==> images/pins.png <==
Scale: 0.5 px per um. Pins as bars across the die edge, other pins in grey.
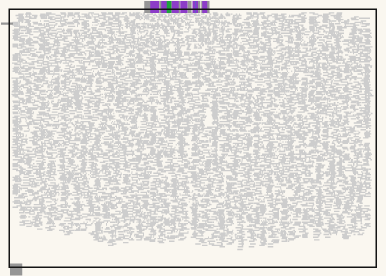
==> images/port_nets.png <==
Scale: 1 px per um.
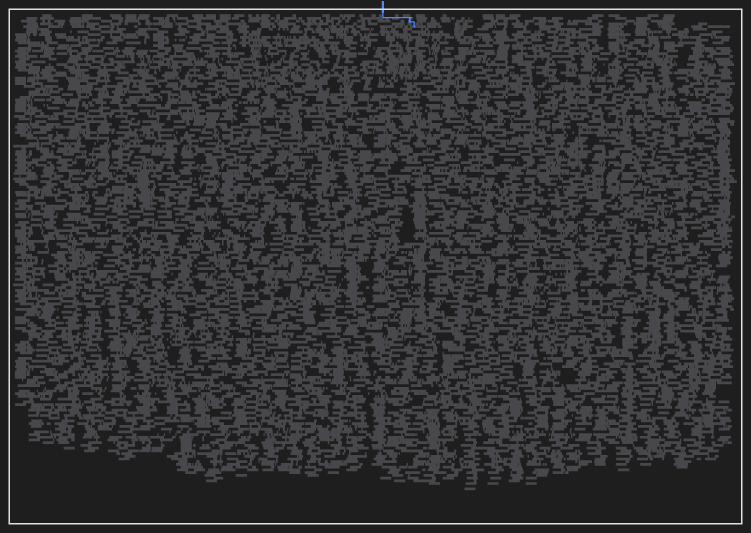
Design dm_wait_ctrl, sky130hd; sources not shown.
==> qor.csv <==
stage,metric,value,unit
status,outcome,"complete, but fails checks",
status,failing checks,DRC,
grt,initial antenna violation count,38,
clock_network,H-tree Lvls,5,
die,die area,0.375,mm^2
pwr,Pwr Total,78.0,mW
die,# rows,186,
clock_network,CTS Buffer Depth,4,
die,area of the core,0.367,mm^2
critical_path,Arrival @ worst endpoint,8.78,ns
critical_path,CP max stage delay,0.87,ns
routing,Routed wire per std cell,38.7,um
logic_synthesis,yosys stat area,0.167,mm^2
logic_synthesis,Top non-seq family,AND-OR/OR-AND gates,
logic_synthesis,Max-area cell share,73.9,%
routing,drt first pass iters,8,
logic_synthesis,Synth Cell Area,0.167,mm^2
grt,vias in the first global route,97800,
logic_synthesis,"Avg Cell Area, Syn",15.8,um^2
critical_path,Top delay family on crit path,buffers and inverters,
placement,post-placement cell count,15100,
pwr,Power Density,405,mW/mm^2
logic_synthesis,Synth top cell by count,edfxtp_1,
final_timing,hold_ws,0.472,ns
final_timing,worst-margin pin slew,1.25,ns
critical_path,crit-path cells,buf_16 > buf_16 > buf_16 > buf_16 > inv_8 > buf_16 > buf_16 > buf_16 > nand2_1 > a221oi_1 > nor3_1 > nand2_1 > a21o_1 > o311ai_2 > buf_6 > nand2_1 > o31ai_4 > buf_6 > buf_6 > buf_8 > buf_6 > buf_6 > buf_8,
critical_path,Worst R2R Setup Slack,1.69,ns
clock_network,PostCTS Resize Cnt,0,
cells_and_area,most common logic cells in the final layout,"edfxtp_1 (4096), nand2_1 (715), nor2_1 (697)",
clock_network,Clock Latency Late Sink,0.96,ns
routing,Iteration-0 DRC Markers,16600,
logic_synthesis,main flop type,edfxtp_1,
critical_path,Worst setup SP type,register,
logic_synthesis,async set-reset flop share out of synthesis,2.75,%
final_timing,final worst slack,1.69,ns
logic_synthesis,Yosys Instances,10500,
critical_path,WP buf/inv,15,
hold_path,worst hold path type,register to register,
cells_and_area,fin area,0.192,mm^2
cells_and_area,Final Non-Filler Cells,15800,
logic_synthesis,top post-synthesis cells by area,"edfxtp_1 (74%), mux2i_1 (3.2%), a221oi_1 (2.9%), mux2_2 (1.9%), nor2_1 (1.8%)",
cells_and_area,most frequent logic cell in the layout,edfxtp_1,
clock_network,Hold Buf Count CTS,0,
final_timing,Fin. Hold Viols,0,
placement,dpl hpwl,414000,um
grt,first-pass GRT wire length,829000,um
logic_synthesis,area fraction in mux cells,5.69,%
critical_path,worst-case reg-to-reg path depth,23,
logic_synthesis,simple share,4.59,%
final_timing,Max Freq,125,MHz
logic_synthesis,yosys aoi share,11.7,%
final_timing,post-layout minimum cycle time,8.01,ns
placement,Post-DP Area,0.179,mm^2
routing,drt via density,6.65,
routing,DRC Markers,1,
pwr,static leakage,61.3,nW
die,FP Core Util,45.3,%
routing,routed via count,105000,
final_timing,post-route clock period utilization,82.6,%
cells_and_area,Layout Nets,10700,
critical_path,"Max stage delay cell, worst path",nor3_1,
logic_synthesis,distinct lib cells,84,
pwr,VDD IR-drop max,0.000601,V
clock_network,Num Clock Sinks,4212,
grt,total track usage,32.0,%
grt,grt ovf,0,
cells_and_area,area grow syn2layout,15.6,%
job,MaxCap Viol Count,0,
final_timing,# setup viols final,0,
clock_network,clk root buf,clkbuf_16,
critical_path,Crit. End Element,register,
routing,Final ANT Viol Nets,0,
final_timing,Slew HR,15.8,%
logic_synthesis,synthesized-area fraction occupied by adder cells,0.0451,%
final_timing,final setup TNS,0,ns
clock_network,CTS Buf Count,402,
logic_synthesis,Post-synth EDFFs,4096,
final_timing,Pins Over Slew Limit,0,
critical_path,crit-path max FO,65,
Back to the opening pictures, pins.png:
- blue: busy (pins 1; direction output; edge top)
- green: size (pins 2; direction input; edge top)
- purple: wdata (pins 32; direction input; edge top)
die height: 513 um
Die Wd: 731 um
I/O Buffers: 82

Back to the opening pictures, port_nets.png:
- blue: busy (bits 1; direction output; edge top; end cells 1; buffers 1; wire 51.1 um)
I/O pin count: 106

-- area by class of cell --
type,instances,area [um^2],area share (%)
clock buffers,498,10700,5.56
inverters,22,123,0.0637
repair buffers,499,9240,4.80
diodes,19,47.5,0.0247
multi-input cells,5456,37900,19.7
clock inverters,230,2340,1.21
well taps,4888,6120,3.18
flip-flops and latches,4212,126000,65.5
-- metal layers --
layer,share of wire [%],wire (um),vias up,GRT usage [%]
li1,-,-,42400,-
met1,42,258000,55100,48.6
met2,40,244000,6868,42.3
met3,15,90500,830,12.3
met4,3.1,19200,16,8.86
met5,0.037,224,-,0
-- report_power, final --
part	internal, mW	switching (mW)
Combinational	9.55	24.5
Clock	9.08	6.94
Sequential	27.5	0.428
Total	46.1	31.9
Power figures rest on the tool's default switching activity, not on a simulated workload.
